`src/rtl/uart_pkg.sv`:
```
// Frame-format constants and FSM state type shared by the UART transmit and receive paths.
package uart_pkg;

    typedef enum logic [1:0] {
        IDLE  = 2'd0,
        START = 2'd1,
        DATA  = 2'd2,
        STOP  = 2'd3
    } uart_state_t;

    localparam logic UART_IDLE_LEVEL  = 1'b1;
    localparam logic UART_START_LEVEL = 1'b0;

    localparam int UART_DATA_BITS = 8;
    localparam int UART_STOP_BITS = 1;

endpackage

```
`src/rtl/sync_fifo.sv`:
```
// Single-clock FIFO with registered occupancy; full/empty come from the count register only.
module sync_fifo #(
    parameter int WIDTH = 8,
    parameter int DEPTH = 4
) (
    input  logic                     clk_in,
    input  logic                     reset,
    input  logic                     push,
    input  logic                     pop,
    input  logic [WIDTH-1:0]         din,
    output logic [WIDTH-1:0]         dout,
    output logic [$clog2(DEPTH):0]   count,
    output logic                     full,
    output logic                     empty
);

    localparam int AW = $clog2(DEPTH);
    localparam logic [AW-1:0] PTR_ONE = AW'(1);
    localparam logic [AW:0]   CNT_ONE = (AW + 1)'(1);

    logic [WIDTH-1:0] r_mem [DEPTH];
    logic [AW-1:0]    r_wr_ptr;
    logic [AW-1:0]    r_rd_ptr;
    logic [AW:0]      r_count;
    logic             w_push;
    logic             w_pop;

    // A push while full is dropped even if a pop frees a slot in the same cycle.
    assign w_push = push && !full;
    assign w_pop  = pop && !empty;

    // Storage, pointers and occupancy; pointers wrap naturally at the power-of-two depth.
    always_ff @(posedge clk_in) begin
        if (reset) begin
            r_wr_ptr <= {AW{1'b0}};
            r_rd_ptr <= {AW{1'b0}};
            r_count  <= {(AW + 1){1'b0}};
            for (int i = 0; i < DEPTH; i++) begin
                r_mem[i] <= {WIDTH{1'b0}};
            end
        end else begin
            if (w_push) begin
                r_mem[r_wr_ptr] <= din;
                r_wr_ptr        <= r_wr_ptr + PTR_ONE;
            end
            if (w_pop) begin
                r_rd_ptr <= r_rd_ptr + PTR_ONE;
            end
            case ({w_push, w_pop})
                2'b10:   r_count <= r_count + CNT_ONE;
                2'b01:   r_count <= r_count - CNT_ONE;
                default: r_count <= r_count;
            endcase
        end
    end

    assign dout  = r_mem[r_rd_ptr];
    assign count = r_count;
    assign full  = (r_count == (AW + 1)'(DEPTH));
    assign empty = (r_count == {(AW + 1){1'b0}});

endmodule

```
`src/rtl/uart_tx_buffered.sv`:
```
// Buffered 8N1 UART transmitter: bytes queue in a small FIFO and are shifted out LSB first on baud ticks.
module uart_tx_buffered
    import uart_pkg::*;
#(
    parameter int FIFO_DEPTH = 4,
    parameter int DATA_BITS  = UART_DATA_BITS,
    parameter int STOP_BITS  = UART_STOP_BITS
) (
    input  logic                          clk_in,
    input  logic                          reset,
    input  logic                          clk_en,
    input  logic [DATA_BITS-1:0]          data_in,
    input  logic                          data_valid,
    output logic                          ready,
    output logic                          tx_data,
    output logic                          busy,
    output logic [$clog2(FIFO_DEPTH):0]   fifo_count,
    output logic                          overflow
);

    localparam int CW = $clog2(FIFO_DEPTH) + 1;
    localparam int IW = (DATA_BITS > 1) ? $clog2(DATA_BITS) : 1;
    localparam logic [IW-1:0] LAST_BIT  = IW'(DATA_BITS - 1);
    localparam logic          LAST_STOP = 1'(STOP_BITS - 1);

    uart_state_t          r_state;
    uart_state_t          w_state_nxt;
    logic [DATA_BITS-1:0] r_shift;
    logic [DATA_BITS-1:0] w_shift_nxt;
    logic [IW-1:0]        r_idx;
    logic [IW-1:0]        w_idx_nxt;
    logic                 r_stop_cnt;
    logic                 w_stop_cnt_nxt;
    logic                 r_tx;
    logic                 w_tx_nxt;
    logic                 r_overflow;
    logic                 w_pop;
    logic [DATA_BITS-1:0] w_fifo_dout;
    logic [CW-1:0]        w_fifo_count;
    logic                 w_fifo_full;
    logic                 w_fifo_empty;

    sync_fifo #(
        .WIDTH (DATA_BITS),
        .DEPTH (FIFO_DEPTH)
    ) u_fifo (
        .clk_in (clk_in),
        .reset  (reset),
        .push   (data_valid),
        .pop    (w_pop),
        .din    (data_in),
        .dout   (w_fifo_dout),
        .count  (w_fifo_count),
        .full   (w_fifo_full),
        .empty  (w_fifo_empty)
    );

    // FSM and datapath registers; reset forces the line idle and abandons any frame.
    always_ff @(posedge clk_in) begin
        if (reset) begin
            r_state    <= IDLE;
            r_shift    <= {DATA_BITS{1'b0}};
            r_idx      <= {IW{1'b0}};
            r_stop_cnt <= 1'b0;
            r_tx       <= UART_IDLE_LEVEL;
        end else begin
            r_state    <= w_state_nxt;
            r_shift    <= w_shift_nxt;
            r_idx      <= w_idx_nxt;
            r_stop_cnt <= w_stop_cnt_nxt;
            r_tx       <= w_tx_nxt;
        end
    end

    // Next-state logic; every transition waits for a baud tick so tx_data only moves on ticks.
    always_comb begin
        w_state_nxt    = r_state;
        w_shift_nxt    = r_shift;
        w_idx_nxt      = r_idx;
        w_stop_cnt_nxt = r_stop_cnt;
        w_tx_nxt       = r_tx;
        w_pop          = 1'b0;
        case (r_state)
            IDLE: begin
                if (clk_en && !w_fifo_empty) begin
                    w_pop       = 1'b1;
                    w_shift_nxt = w_fifo_dout;
                    w_tx_nxt    = UART_START_LEVEL;
                    w_state_nxt = START;
                end else begin
                    w_tx_nxt = UART_IDLE_LEVEL;
                end
            end
            START: begin
                if (clk_en) begin
                    w_tx_nxt    = r_shift[0];
                    w_idx_nxt   = {IW{1'b0}};
                    w_state_nxt = DATA;
                end else begin
                    w_state_nxt = START;
                end
            end
            DATA: begin
                if (clk_en && (r_idx == LAST_BIT)) begin
                    w_tx_nxt       = UART_IDLE_LEVEL;
                    w_stop_cnt_nxt = 1'b0;
                    w_state_nxt    = STOP;
                end else if (clk_en) begin
                    w_shift_nxt = r_shift >> 1;
                    w_tx_nxt    = r_shift[1];
                    w_idx_nxt   = r_idx + IW'(1);
                end else begin
                    w_state_nxt = DATA;
                end
            end
            STOP: begin
                if (clk_en && (r_stop_cnt == LAST_STOP)) begin
                    // Chain straight into the next start bit when data is waiting.
                    if (!w_fifo_empty) begin
                        w_pop       = 1'b1;
                        w_shift_nxt = w_fifo_dout;
                        w_tx_nxt    = UART_START_LEVEL;
                        w_state_nxt = START;
                    end else begin
                        w_state_nxt = IDLE;
                    end
                end else if (clk_en) begin
                    w_stop_cnt_nxt = r_stop_cnt + 1'b1;
                end else begin
                    w_state_nxt = STOP;
                end
            end
            default: begin
                w_state_nxt = IDLE;
                w_tx_nxt    = UART_IDLE_LEVEL;
            end
        endcase
    end

    // Sticky record of any byte offered while the buffer was full.
    always_ff @(posedge clk_in) begin
        if (reset) begin
            r_overflow <= 1'b0;
        end else if (data_valid && w_fifo_full) begin
            r_overflow <= 1'b1;
        end else begin
            r_overflow <= r_overflow;
        end
    end

    assign ready      = !w_fifo_full;
    assign tx_data    = r_tx;
    assign busy       = (r_state != IDLE) || (w_fifo_count != CW'(0));
    assign fifo_count = w_fifo_count;
    assign overflow   = r_overflow;

endmodule
```
`config.mk`:
```
export PLATFORM = sky130hd
export DESIGN_NAME = uart_tx_buffered
export DESIGN_NICKNAME = d
export VERILOG_FILES = /design/src/rtl/uart_pkg.sv /design/src/rtl/sync_fifo.sv /design/src/rtl/uart_tx_buffered.sv
export SDC_FILE = /design/constraint.sdc
export NUM_CORES = 1
export LEC_CHECK = 0
export CORE_AREA = 2 2 73 75
export DETAILED_ROUTE_END_ITERATION = 7
export DIE_AREA = 0 0 75 77
export GPL_TIMING_DRIVEN = 0
export PLACE_DENSITY_LB_ADDON = 0.2
export SYNTH_ARGS = -nofsm -noshare
export SYNTH_HDL_FRONTEND = slang
export SYNTH_SLANG_ARGS = --single-unit
```
`constraint.sdc`:
```
create_clock -name clk_in -period 3 [get_ports clk_in]
set_input_delay 0.3 -clock clk_in [delete_from_list [all_inputs] [get_ports clk_in]]
set_output_delay 0.3 -clock clk_in [all_outputs]
set_load 0.01 [all_outputs]
```
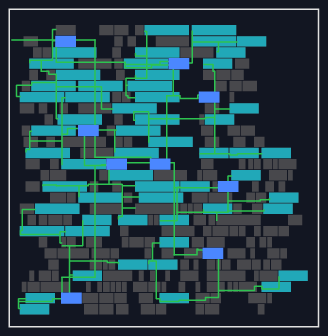
run_1/clock_map.png
flip-flops -> cyan  # count 57
cells driving clock nets -> blue  # count 9
clock wires -> green  # length 775 µm
routed clock nets = 10
fraction of power consumed by the clock network: 0.328
final clock skew: 5.41 ps
power dissipated in the clock network: 0.880 mW

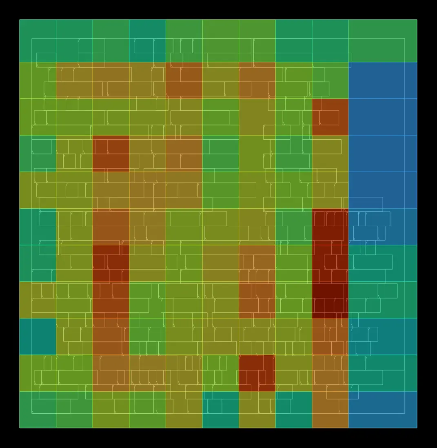
run_1/final_congestion.png
routed length per instance: 16.9 µm
total routing resource utilization after global routing: 0.217

==> summary.txt, run 1 <==
Physical implementation.

- The highest clock rate this design can be run at is 0.380 GHz.
- The most instantiated library cell after synthesis is sky130_fd_sc_hd__edfxtp_1.
- The share of total power dissipated in sequential elements is 0.392.
- The vertical die dimension reported for this design is 77 µm.
- The part of the power in combinational logic is 0.281.
- The end point of the critical path is u_fifo.count[2]$_SDFFE_PP0P_.
- In the final design database the tool counted 272 nets.
- On the worst setup and hold paths after CTS, the clock-pin slew comes to 70 ps.
- The tally of buffers added on design ports is 17.
- In this run the tools logged warnings totalling 31.
- The post-synthesis instance total is 222.
- The number of hold violations in the final report is 0.
- The synthesized net count is 244.
- After synthesis the cells add up to 2800 µm².
- According to the floorplan log, the row count is 26.
- The topmost layer with routed signal wires is met4.
- The net switching fraction of the power is 0.297.
- Setup slack on the worst reg-to-reg path comes out at 370 ps.
- Per STA, the highest per-stage delay on the worst path measures 410 ps.
- Power spread over the standard cell area amounts to 814 nW/µm².
- The startpoint identified for the worst hold timing path is reset.
- Dividing the final minimum period by the clock period gives 0.877.
- Setup repair after global routing left no endpoint under its margin.
- The number of global-route vias before repair came to 1837.
- The share of async-settable or async-resettable flops after synthesis is 0.
- The count of routing violations after the opening detailed-route iteration is 110.
- During synthesis, Yosys emitted a total of 0 warnings.
- Per the synthesis report, the number of distinct cell types is 57.
- In this run the worst hold path is classified as in -> reg.
- For this run the aggregate overflow at the end of global routing stands at 0.
- The number of enable flip-flop cells is 32.
- The biggest area contributor in the post-synthesis netlist is sky130_fd_sc_hd__edfxtp_1.
- The reg-to-reg startpoint is r_state[0]$_SDFFE_PP0P_.
- Once the clock tree was built, the setup fixing pass inserted 0 buffers.
- The global routing usage on met1 is 0.277.
- Per the run summary, max-cap violations total 0.
- The final antenna diode tally reported by the flow is 0.
- The top cell type's share of synthesized area is 0.344.
- The cell-internal power is 1.89 mW.
- After detailed routing, the number of remaining DRC violations is 0.
- The half-perimeter wire length of the detailed placement result is 3770 µm.
- The number of buffers inserted during clock tree synthesis is 9.
- The slew of the pin with the lowest slew margin is 823 ps.
- Clock tree synthesis found a total of 57 sinks.
- The routed via count divided by cell count is 5.50.
- The met2 track demand over resource is 0.332.
- The starting utilization of the core area is 0.562.
- The met1 routed wirelength after detailed routing is 2450 µm.
- The power of the combinational group is 0.753 mW.
- The timing report shows that the slowest cell on the worst path is sky130_fd_sc_hd__dfxtp_1.
- The mean instance size in the synthesized netlist is 12.6 µm².
- The wire length on met3 is 227 µm.
- The worst path needs 2630 ps of the cycle, external delays included.
- The largest fanout of any net on the critical path is 6.
- The number of cells after detailed placement is 309.
- Leaving out fill and tap cells, the most frequent cells in the layout are sky130_fd_sc_hd__edfxtp_1, sky130_fd_sc_hd__dfxtp_1, sky130_fd_sc_hd__and2_1, sky130_fd_sc_hd__clkdlybuf4s50_1, sky130_fd_sc_hd__and3_1.
- Together, buffers and inverters on the worst path number 1.
- Max-slew check failures listed in the final report amount to 0.
- The met3 track demand over resource in global routing is 0.0696.
- The arrival time of the worst setup path is 2900 ps.
- For reference, the top cells by count after synthesis are sky130_fd_sc_hd__edfxtp_1, sky130_fd_sc_hd__dfxtp_1, sky130_fd_sc_hd__and2_1, sky130_fd_sc_hd__and3_1, sky130_fd_sc_hd__a21oi_1.
- The area growth from synthesis to final layout is 17.9%.
- The static power due to leakage is 1.25 nW.
- Entering global routing, the biggest net connects 11 pins.
- The startpoint kind of the worst setup timing path is a flop.
- The data required time of the critical path is 3270 ps.
- The worst setup path is captured at a flop.
- The family of cells with the greatest summed delay on the critical path is adder cells.
- The commonest register cell is sky130_fd_sc_hd__edfxtp_1.
- Per the gpl log, the routability congestion estimate is 0.856.
- The clock root buffer master is sky130_fd_sc_hd__clkbuf_8.
- The critical path goes through ha_1 > nand2b_1 > a211oi_2 > ha_1 > inv_1 > fa_1 > xor2_1 > or3_1 > a21oi_1.
- The yosys synthesis chip area is 2800 µm².
- In this run the most used layer during global routing was met2.
- Per the OpenROAD floorplan log, the width of the die is 75 µm.
- In this run the tightest slew margin relative to its limit is 0.450.
- The report lists the number of cells resized after CTS as 0.
- The post-CTS hold buffer count recorded in the log is 0.
- The instance count on the critical path is 9.
- The top-level port count is 19.
- The class of the most critical setup path is reg -> reg.
- The main area contributors are sky130_fd_sc_hd__edfxtp_1, sky130_fd_sc_hd__dfxtp_1, sky130_fd_sc_hd__mux4_2.
- The longest clock path from root to sink contains 2 buffers.
- Per the skew report, the later register of the worst-skew pair sees a clock latency of 340 ps.
- The run finished with clean final reports.
- Summed over all failing endpoints, the final setup total negative slack is 0 ps.
- The total power is 2.68 mW.
- For this run, the register share of the synthesized area comes to 0.523.
- Per the post-route antenna check, the number of violating nets is 0.
- Per the detailed-route log, wirelength across all metal layers totals 5510 µm.
- The power spent charging and discharging nets is 0.799 mW.
- Measured in cells, the most critical reg-to-reg path has a length of 9.
- Yosys stat counts 222 cells in the synthesized netlist.
- The synthesized flop and latch total is 57.
- The largest part of the power goes to sequential cells.
- The core area is 4980 µm².
- The maximum level of the CTS H-tree is 3.
- The first global-routing pass estimated 9050 µm of wire.
- The number of vias in the routed layout is 1788.
- The iteration count recorded for the first detailed-route pass is 4.
- The endpoint of the worst-slack reg-to-reg timing path is u_fifo.count[2]$_SDFFE_PP0P_.
- The source of the critical timing path is r_state[0]$_SDFFE_PP0P_.
- The initial antenna violation count was 0.
- The final timing report counts setup violations totalling 0.
- In this design, the critical path's most frequently occurring cell is sky130_fd_sc_hd__ha_1.
- IR analysis of the VDD net gives a maximum drop of 607 µV.
- Summed over all nets, wire length on met2 after detailed routing comes to 2700 µm.
- The area of the die is 5780 µm².
- The clock tree from TritonCTS is done.
- The power in sequential cells is 1.05 mW.
- The layout summary lists the proportion of cells stronger than drive strength 1 as 0.157.
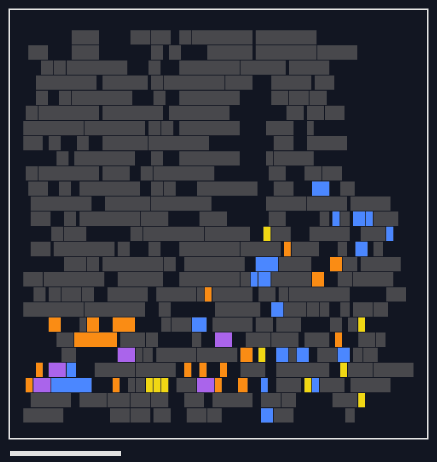
run_1/gate_families.png
The bar under the picture is 20 µm long.
XOR/XNOR gates -> purple  # cells 5
inverters -> yellow  # cells 9
NAND gates -> blue  # cells 19
NOR gates -> orange  # cells 18
fin cells: 325
most common cell after layout, fill and taps aside: sky130_fd_sc_hd__edfxtp_1
multi-input logic portion of the cell area: 0.373

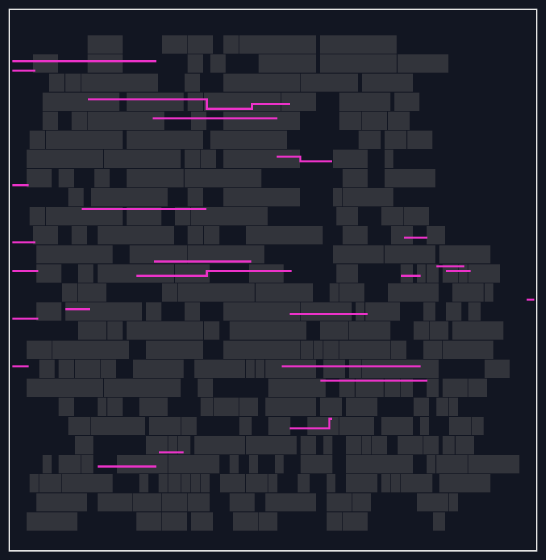
run_1/met3.png
wire length on this layer = 227 µm
share of all routed wire = 4.1%

-- run 1: how the worst min path moves through the flow --
| stage | to | cells past startpoint |
|---|---|---|
| after global placement | r_shift[0]$_SDFFE_PP0P_ | 1 |
| final | r_stop_cnt$_SDFFE_PP0P_ | 3 |
| after global routing | r_shift[7]$_SDFFE_PP0P_ | 3 |
| after detailed placement | r_shift[3]$_SDFFE_PP0P_ | 1 |
| after CTS | r_stop_cnt$_SDFFE_PP0P_ | 3 |
| after floorplan | r_shift[2]$_SDFFE_PP0P_ | 1 |
-- run 1: metrics by stage --
stage                     hold slack [ps]   util  cell area (µm²)  setup WS, ps
final                                 331  0.662             3300           370
after global routing                  339  0.662             3300           236
after CTS                             321  0.662             3300           370
after detailed placement              449  0.614             3050           228
after global placement                446  0.614             3050           290
after floorplan                       432      -             2800           701
-- run 1: cell families after synthesis --
group           synth area share
simple gates               0.164
flops                      0.523
compound gates             0.119
buf+inv                   0.0371
mux                       0.0935
fa+ha+maj                 0.0474
xor+xnor                  0.0157
-- run 1: tightest hold or removal path, delay by kind of cell --
| kind | cells | cell delay [ps] |
|---|---|---|
| buffers and inverters | 1 | 170 |
| AND/OR/NAND/NOR | 1 | 120 |
| AND-OR/OR-AND | 1 | 30 |
-- run 1: state kept, by name (all words and copies together), names as in the netlist, named ones only --
name	count
u_fifo.r_rd_ptr	2
tx_data	1
r_shift	8
overflow	1
u_fifo.count	3
r_idx	3
r_state	2
r_stop_cnt	1
u_fifo.r_wr_ptr	2
u_fifo.r_mem	32
-- run 1: final cells by class --
class	instances	area, µm²
timing repair buffer	17	170
clock buffer	10	138
multi-input combinational	145	1230
inverter	9	33.8
sequential	57	1460
fill	395	1680
clock inverter	6	105
tap	70	87.6
buffer	11	70.1
## Run 2: what changed since run 1
--- a/config.mk
+++ b/config.mk
@@ -5,9 +5,9 @@
 export SDC_FILE = /design/constraint.sdc
 export NUM_CORES = 1
 export LEC_CHECK = 0
-export CORE_AREA = 2 2 73 75
+export CORE_AREA = 3 3 101 103
 export DETAILED_ROUTE_END_ITERATION = 7
-export DIE_AREA = 0 0 75 77
+export DIE_AREA = 0 0 104 106
 export GPL_TIMING_DRIVEN = 0
 export PLACE_DENSITY_LB_ADDON = 0.2
 export SYNTH_ARGS = -nofsm -noshare
==> constraint.sdc (replaced) <==
create_clock -name clk_in -period 2.3 [get_ports clk_in]
set_input_delay 0.23 -clock clk_in [delete_from_list [all_inputs] [get_ports clk_in]]
set_output_delay 0.23 -clock clk_in [all_outputs]
set_load 0.01 [all_outputs]
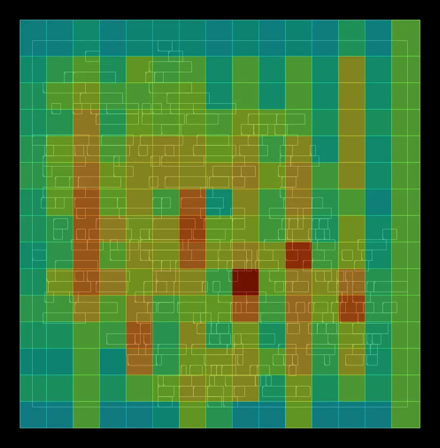
run_2/final_congestion.png
routing layer with the top usage in global route: met2
global-route track usage on met3: 0.0370
met2 layer usage reported by global route: 0.188
final core occ: 0.370
routed length per instance: 15.0 µm

==> run 2 against run 1 <==
Wire length grew 6.1%. Register-to-register slack worse by 260 ps. Worst setup slack got worse by 260 ps. Via count increased by 0.22%. Total power grew 26%. Synthesized cell count did not move. Sequential share of layout area is 1.3 points lower. Highest routed layer unchanged.
==> summary.txt, run 2 <==
Physical implementation.

- Run status: finished clean (unchanged).
- The post-route DRC violation count is 0 (unchanged).
- The register-to-register path setup slack came to 110 ps (was 370 ps).
- The class of the most critical setup path was reg -> reg (unchanged).
- The portion of the clock cycle consumed by the worst path in the final layout is 0.952 (was 0.877).
- The hold-fix buffer count after cts is 0 (unchanged).
- The global-route wire length before repair is 9810 µm (was 9050 µm).
- The post-synthesis instance total came to 222 (unchanged).
- Largest registers: u_fifo.r_mem (32), r_shift (8) (unchanged).
- The distinct cell type count of the synthesized netlist is 57 (unchanged).
- Commonest cells post-synth: sky130_fd_sc_hd__edfxtp_1, sky130_fd_sc_hd__dfxtp_1, sky130_fd_sc_hd__and2_1, sky130_fd_sc_hd__and3_1, sky130_fd_sc_hd__a21oi_1 (unchanged).
- Cells taking the most area after synthesis: sky130_fd_sc_hd__edfxtp_1, sky130_fd_sc_hd__dfxtp_1, sky130_fd_sc_hd__mux4_2 (unchanged).
- The hold path depth was 3 (unchanged).
- The clock root buffer master is sky130_fd_sc_hd__clkbuf_8 (unchanged).
- The delay of the slowest critical-path stage is 400 ps (was 410 ps).
- The yosys synthesis chip area is 2800 µm² (unchanged).
- The synthesized flop and latch total was 57 (unchanged).
- Dominant logic cell types in the final layout: sky130_fd_sc_hd__edfxtp_1, sky130_fd_sc_hd__dfxtp_1, sky130_fd_sc_hd__and2_1, sky130_fd_sc_hd__clkdlybuf4s50_1, sky130_fd_sc_hd__and3_1 (unchanged).
- The final tally of setup violations is 0 (unchanged).
- The accumulated negative setup slack came to 0 ps (unchanged).
- The source of the critical timing path was u_fifo.count[0]$_SDFFE_PP0P_ (was r_state[0]$_SDFFE_PP0P_).
- The kind of end point of the critical path is a flop (unchanged).
- The number of cells after detailed placement is 368 (was 309).
- The power per standard cell area is 987 nW/µm² (was 814 nW/µm²).
- The post-route clock skew is 9.26 ps (was 5.41 ps).
- The number of OpenROAD warnings came to 31 (unchanged).
- The end point of the critical path was u_fifo.count[2]$_SDFFE_PP0P_ (unchanged).
- The max-slew headroom at the worst pin was 0.382 (was 0.450).
- The arrival time of the worst setup path is 2450 ps (was 2900 ps).
- The non-filler instance count after layout came to 390 (was 325).
- The initial antenna violation count is 0 (unchanged).
- The total power is 3.39 mW (was 2.68 mW).
- The tally of buffers added on design ports came to 17 (unchanged).
- The post-CTS clock slew at the launch and capture registers of the worst setup and hold paths is 70 ps (about the same).
- The y dimension of the die is 106 µm (was 77 µm).
- The top cell type's share of synthesized area is 0.344 (unchanged).
- The mean instance size in the synthesized netlist was 12.6 µm² (unchanged).
- The slew of the pin with the lowest slew margin is 924 ps (was 823 ps).
- The number of hold violations in the final report came to 0 (unchanged).
- The synthesized net count was 244 (unchanged).
- The overall overflow remaining after global route was 0 (unchanged).
- The aggregate global-route resource usage is 0.114 (was 0.217).
- The number of vias in the routed layout was 1792 (was 1788).
- The clock tree from TritonCTS is done (unchanged).
- The routed via count divided by cell count is 4.59 (was 5.50).
- The number of buffers inserted during clock tree synthesis is 9 (unchanged).
- The final net count is 278 (was 272).
- The worst reg2reg path depth was 9 (unchanged).
- The worst slack at placement is -402 ps (was 228 ps).
- The die span in x is 104 µm (was 75 µm).
- The total non-filler cell area in the finished layout is 3440 µm² (was 3300 µm²).
- The number of enable flip-flop cells came to 32 (unchanged).
- The worst hold-check slack is 268 ps (was 331 ps).
- The pin count of the biggest net entering global routing is 12 (was 11).
- The tally of yosys warning messages was 0 (unchanged).
- The data required time of the critical path is 2560 ps (was 3270 ps).
- The peak supply drop is 282 µV (was 607 µV).
- RSZ-0062 raised after global routing: false (unchanged).
- The total detailed-routing wirelength is 5840 µm (was 5510 µm).
- The static power due to leakage is 1.27 nW (was 1.25 nW).
- The reg-to-reg startpoint is u_fifo.count[0]$_SDFFE_PP0P_ (was r_state[0]$_SDFFE_PP0P_).
- The startpoint kind of the worst setup timing path is a flop (unchanged).
- The placer's final routability congestion estimate is 0.693 (was 0.856).
- The cell area after placement came to 3130 µm² (was 3050 µm²).
- The count of standard-cell rows is 35 (was 26).
- The number of search-and-repair iterations in the first detailed-routing pass is 4 (unchanged).
- The proportion of synthesized chip area in sequential cells is 0.523 (unchanged).
- The cell type with the largest total area is sky130_fd_sc_hd__edfxtp_1 (unchanged).
- The count of routing violations after the opening detailed-route iteration is 59 (was 110).
- The number of flip-flops under the largest register name is 32 (unchanged).
- The endpoint of the worst-slack reg-to-reg timing path is u_fifo.count[2]$_SDFFE_PP0P_ (unchanged).
- The number of nets still failing antenna checks after routing is 0 (unchanged).
- The maximum level of the CTS H-tree was 3 (unchanged).
- The area growth from synthesis to final layout is 22.9% (was 17.9%).
- The post-layout minimum cycle time came to 2190 ps (was 2630 ps).
- The share of async-settable or async-resettable flops after synthesis came to 0 (unchanged).
- The total cells reported by yosys after synthesis is 222 (unchanged).
- The final antenna diode count is 0 (unchanged).
- The area of the die is 11000 µm² (was 5780 µm²).
- The slowest cell on the critical path is sky130_fd_sc_hd__or3b_4 (was sky130_fd_sc_hd__dfxtp_1).
- The leading cell type in the layout, fill and taps excluded is sky130_fd_sc_hd__edfxtp_1 (unchanged).
- The core area was 9280 µm² (was 4980 µm²).
- The netlist area before placement is 2800 µm² (unchanged).
- The launch point of the worst hold path is reset (unchanged).
- The insertion delay of the later-clocked pin in the worst-skew pair is 340 ps (about the same).
- The most instantiated library cell after synthesis was sky130_fd_sc_hd__edfxtp_1 (unchanged).
- The starting utilization of the core area is 0.301 (was 0.562).
- The top-level port count was 19 (unchanged).
- The terminating pin of the worst hold path was r_shift[7]$_SDFFE_PP0P_ (was r_stop_cnt$_SDFFE_PP0P_).
- The tally of max-capacitance violations is 0 (unchanged).
- The maximum operating frequency is 0.456 GHz (was 0.380 GHz).
- The largest fanout of any net on the critical path is 7 (was 6).
- The dominant synthesized flop cell is sky130_fd_sc_hd__edfxtp_1 (unchanged).
- Chain of cells forming the critical path: or3b_4 > buf_6 > nand2_8 > ha_4 > inv_1 > fa_2 > xor2_1 > or3_1 > a21oi_1 (was ha_1 > nand2b_1 > a211oi_2 > ha_1 > inv_1 > fa_1 > xor2_1 > or3_1 > a21oi_1).
- The number of global-route vias before repair is 1868 (was 1837).
- The number of pins exceeding their max-slew limit in the final report was 0 (unchanged).
- The worst setup margin is 109 ps (was 370 ps).
- The register with the highest flop count is u_fifo.r_mem (unchanged).
- The half-perimeter wire length of the detailed placement result is 3880 µm (was 3770 µm).
- The ratio of cells with drive above 1 in the final layout came to 0.226 (was 0.157).
- The total number of clock tree sinks came to 57 (unchanged).
- The buffer levels on the longest clock path is 2 (unchanged).
- The path category of the worst min-delay check is in -> reg (unchanged).
run 2: cell counts after synthesis:
No cell type changed its count.
run 2: cells by family after synthesis:
| group | count (synthesis) | synth area share |
|---|---|---|
| and+or+nand+nor | 73 | 0.164 |
| xor gates and xnor gates | 5 | 0.0157 |
| AOI/OAI and AO/OA | 41 | 0.119 |
| DFF | 57 | 0.523 |
| buffers and inverters | 20 | 0.0371 |
| adders and majority gates | 10 | 0.0474 |
| muxes | 16 | 0.0935 |
run 2: routing by layer:
metal,global-route usage,share of wire,up-vias
met1,0.143,0.46,865
met3,0.0370,0.028,10
met5,0,0,-
li1,-,-,894
met2,0.188,0.50,23
met4,0.0370,0.015,0
run 2: area by class of cell:
| class | count | area (µm²) |
|---|---|---|
| plain buffers | 11 | 70.1 |
| clock buffers | 10 | 128 |
| clock inverters | 6 | 67.6 |
| fillers | 956 | 5850 |
| inverters | 9 | 36.3 |
| multi-input cells | 145 | 1280 |
| flip-flops and latches | 57 | 1480 |
| well taps | 129 | 161 |
| repair buffers | 23 | 215 |
run 2: where the power goes:
part / total (mW) / leakage [nW] / internal [mW] / switching [mW]
combinational: 1.07 / 0.634 / 0.532 / 0.540
sequential: 1.39 / 0.540 / 1.26 / 0.123
clock: 0.934 / 0.0929 / 0.504 / 0.430
total: 3.39 / 1.27 / 2.30 / 1.09
run 2: worst max-delay path, delay by kind of cell, from the launching register on:
kind                       cells  cell delay (ps)
xor gates and xnor gates       1              150
adders and majority gates      2              480
buffers and inverters          2              200
and+or+nand+nor                3              790
AOI/OAI and AO/OA              1              130
DFF                            1              370
run 2: repair_timing:
action,CTS,global route
endpoints found under the setup margin,2,1
setup buffers,2,4
pin swaps,1,3
gates resized,12,9
## Run 3: what changed since run 2
--- a/config.mk
+++ b/config.mk
@@ -6,6 +6,7 @@
 export NUM_CORES = 1
 export LEC_CHECK = 0
 export CORE_AREA = 3 3 101 103
+export CTS_BUF_LIST = sky130_fd_sc_hd__clkbuf_4
 export DETAILED_ROUTE_END_ITERATION = 7
 export DIE_AREA = 0 0 104 106
 export GPL_TIMING_DRIVEN = 0
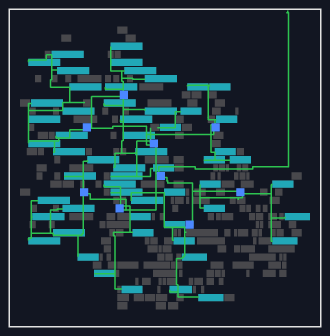
run_3/clock_map.png
flip-flops -> cyan  # count 57
cells driving clock nets -> blue  # count 9
clock wires -> green  # length 848 µm
routed clock nets = 10
final clock skew: 21.7 ps
fraction of power consumed by the clock network: 0.234
clock network latency to the later pin of the worst-skew pair: 410 ps
power dissipated in the clock network: 0.755 mW

==> run 3 against run 2 <==
Synthesized cell count did not move. Count of clock-buffer cells in the layout unchanged. Synthesized area did not move. Non-clock buffer count unchanged. Utilization decreased by 0.51 points. Critical path depth is 1 higher. Sequential share of layout area grew 0.60 points. Critical endpoint unchanged. Largest power group unchanged.
==> summary.txt, run 3 <==
Physical implementation.

- Run status: finished clean (unchanged).
- The worst setup margin was 105 ps (was 109 ps).
- The number of vias in the routed layout is 1775 (was 1792).
- The total non-filler cell area in the finished layout is 3390 µm² (was 3440 µm²).
- The yosys synthesis chip area came to 2800 µm² (unchanged).
- The mean instance size in the synthesized netlist is 12.6 µm² (unchanged).
- The worst hold-check slack is 192 ps (was 268 ps).
- The number of buffers inserted during clock tree synthesis was 9 (unchanged).
- The hold-fix buffer count after cts is 0 (unchanged).
- The met1 routed wirelength after detailed routing is 2690 µm (was 2680 µm).
- The combinational gate area was 1290 µm² (was 1280 µm²).
- The top cell type's share of synthesized area is 0.344 (unchanged).
- The global-route wire length before repair is 9820 µm (was 9810 µm).
- The buffer levels on the longest clock path is 2 (unchanged).
- The most instantiated library cell after synthesis is sky130_fd_sc_hd__edfxtp_1 (unchanged).
- The largest fanout of any net on the critical path is 4 (was 7).
- Cells taking the most area after synthesis: sky130_fd_sc_hd__edfxtp_1, sky130_fd_sc_hd__dfxtp_1, sky130_fd_sc_hd__mux4_2 (unchanged).
- The die span in x is 104 µm (unchanged).
- The routed wirelength normalized by instance count is 15.0 µm (about the same).
- The kind of end point of the critical path was a flop (unchanged).
- The number of flip-flops under the largest register name was 32 (unchanged).
- The dominant kind of cell is registers (unchanged).
- The final net count is 278 (unchanged).
- The tap cell count is 129 (unchanged).
- The data required time of the critical path is 2630 ps (was 2560 ps).
- The startpoint kind of the worst setup timing path is a flop (unchanged).
- The slew of the pin with the lowest slew margin came to 943 ps (was 924 ps).
- Chain of cells forming the critical path: inv_2 > ha_4 > inv_1 > a211oi_4 > ha_4 > inv_1 > fa_2 > xor2_1 > or3_1 > a21oi_1 (was or3b_4 > buf_6 > nand2_8 > ha_4 > inv_1 > fa_2 > xor2_1 > or3_1 > a21oi_1).
- The area of the die came to 11000 µm² (unchanged).
- The static power due to leakage was 1.25 nW (was 1.27 nW).
- The proportion of synthesized chip area in sequential cells is 0.523 (unchanged).
- The met2 track demand over resource was 0.189 (was 0.188).
- The buffers plus inverters on the worst setup path is 3 (was 2).
- The final antenna diode count was 0 (unchanged).
- The half-perimeter wire length of the detailed placement result was 3880 µm (unchanged).
- The proportion of cell area spent on the clock network is 0.0421 (was 0.0568).
- The post-CTS repair timing setup buffer count is 2 (unchanged).
- The number of signal-net buffers in the layout was 34 (unchanged).
- The layout clock buffer count is 10 (unchanged).
- The class of the most critical setup path is reg -> reg (unchanged).
- The sequential share of cell area was 0.436 (was 0.430).
- The power per standard cell area is 952 nW/µm² (was 987 nW/µm²).
- The arrival time of the worst setup path was 2520 ps (was 2450 ps).
- The non-filler instance count after layout is 390 (unchanged).
- The post-CTS clock slew at the launch and capture registers of the worst setup and hold paths is 100 ps (was 70 ps).
- The total number of clock tree sinks is 57 (unchanged).
- The clock root buffer master is sky130_fd_sc_hd__clkbuf_4 (was sky130_fd_sc_hd__clkbuf_8).
- The number of hold violations in the final report is 0 (unchanged).
- The delay of the slowest critical-path stage came to 380 ps (was 400 ps).
- The cell type with the largest total area is sky130_fd_sc_hd__edfxtp_1 (unchanged).
- The cell area after placement is 3130 µm² (unchanged).
- The distinct cell type count of the synthesized netlist was 57 (unchanged).
- The netlist area before placement is 2800 µm² (unchanged).
- The max-slew headroom at the worst pin came to 0.370 (was 0.382).
- The total detailed-routing wirelength is 5830 µm (was 5840 µm).
- The tally of yosys warning messages is 0 (unchanged).
- The synthesized flop and latch total is 57 (unchanged).
- The count of routing violations after the opening detailed-route iteration is 49 (was 59).
- The count of fill cells added during filler insertion was 964 (was 956).
- The dominant synthesized flop cell is sky130_fd_sc_hd__edfxtp_1 (unchanged).
- The leading cell type in the layout, fill and taps excluded is sky130_fd_sc_hd__edfxtp_1 (unchanged).
- The maximum level of the CTS H-tree was 3 (unchanged).
- The family of cells with the greatest summed delay on the critical path is adder cells (was simple AND/OR/NAND/NOR gates).
## run 3: kinds of logic (layout without fill, tap and decap cells)
| logic type | Yosys count | in the layout | share of synthesized area |
|---|---|---|---|
| and+or+nand+nor | 73 | 73 | 0.164 |
| DFF | 57 | 57 | 0.523 |
| AOI/OAI and AO/OA | 41 | 41 | 0.119 |
| buffers and inverters | 20 | 59 | 0.0371 |
| muxes | 16 | 16 | 0.0935 |
| adders and majority gates | 10 | 10 | 0.0474 |
| xor gates and xnor gates | 5 | 5 | 0.0157 |
## run 3: where the power goes
group	switching, mW	leakage [nW]	total, mW	internal, mW
Sequential	0.112	0.540	1.37	1.26
Clock	0.408	0.0730	0.755	0.347
Combinational	0.550	0.634	1.10	0.548
## run 3: worst register-to-register path: stages (launching register included)
cell and delay (ps):
sky130_fd_sc_hd__dfxtp_4 380, sky130_fd_sc_hd__inv_2 90, sky130_fd_sc_hd__ha_4 170, sky130_fd_sc_hd__inv_1 70, sky130_fd_sc_hd__a211oi_4 280, sky130_fd_sc_hd__ha_4 180
sky130_fd_sc_hd__inv_1 50, sky130_fd_sc_hd__fa_2 330, sky130_fd_sc_hd__xor2_1 150, sky130_fd_sc_hd__or3_1 300, sky130_fd_sc_hd__a21oi_1 130
## run 3: path summary, 6_finish.rpt
path                                 from                           end  slack (ps)  cells past startpoint
setup / recovery  r_state[0]$_SDFFE_PP0P_  u_fifo.count[2]$_SDFFE_PP0P_         100                     10
hold / removal                      reset       r_shift[7]$_SDFFE_PP0P_         190                      3
setup reg to reg  r_state[0]$_SDFFE_PP0P_  u_fifo.count[2]$_SDFFE_PP0P_         100                     10
hold reg to reg     r_idx[2]$_SDFFE_PP0P_         r_idx[2]$_SDFFE_PP0P_         470                      2
No activity file was given, so power comes from the tool's default toggle rates.
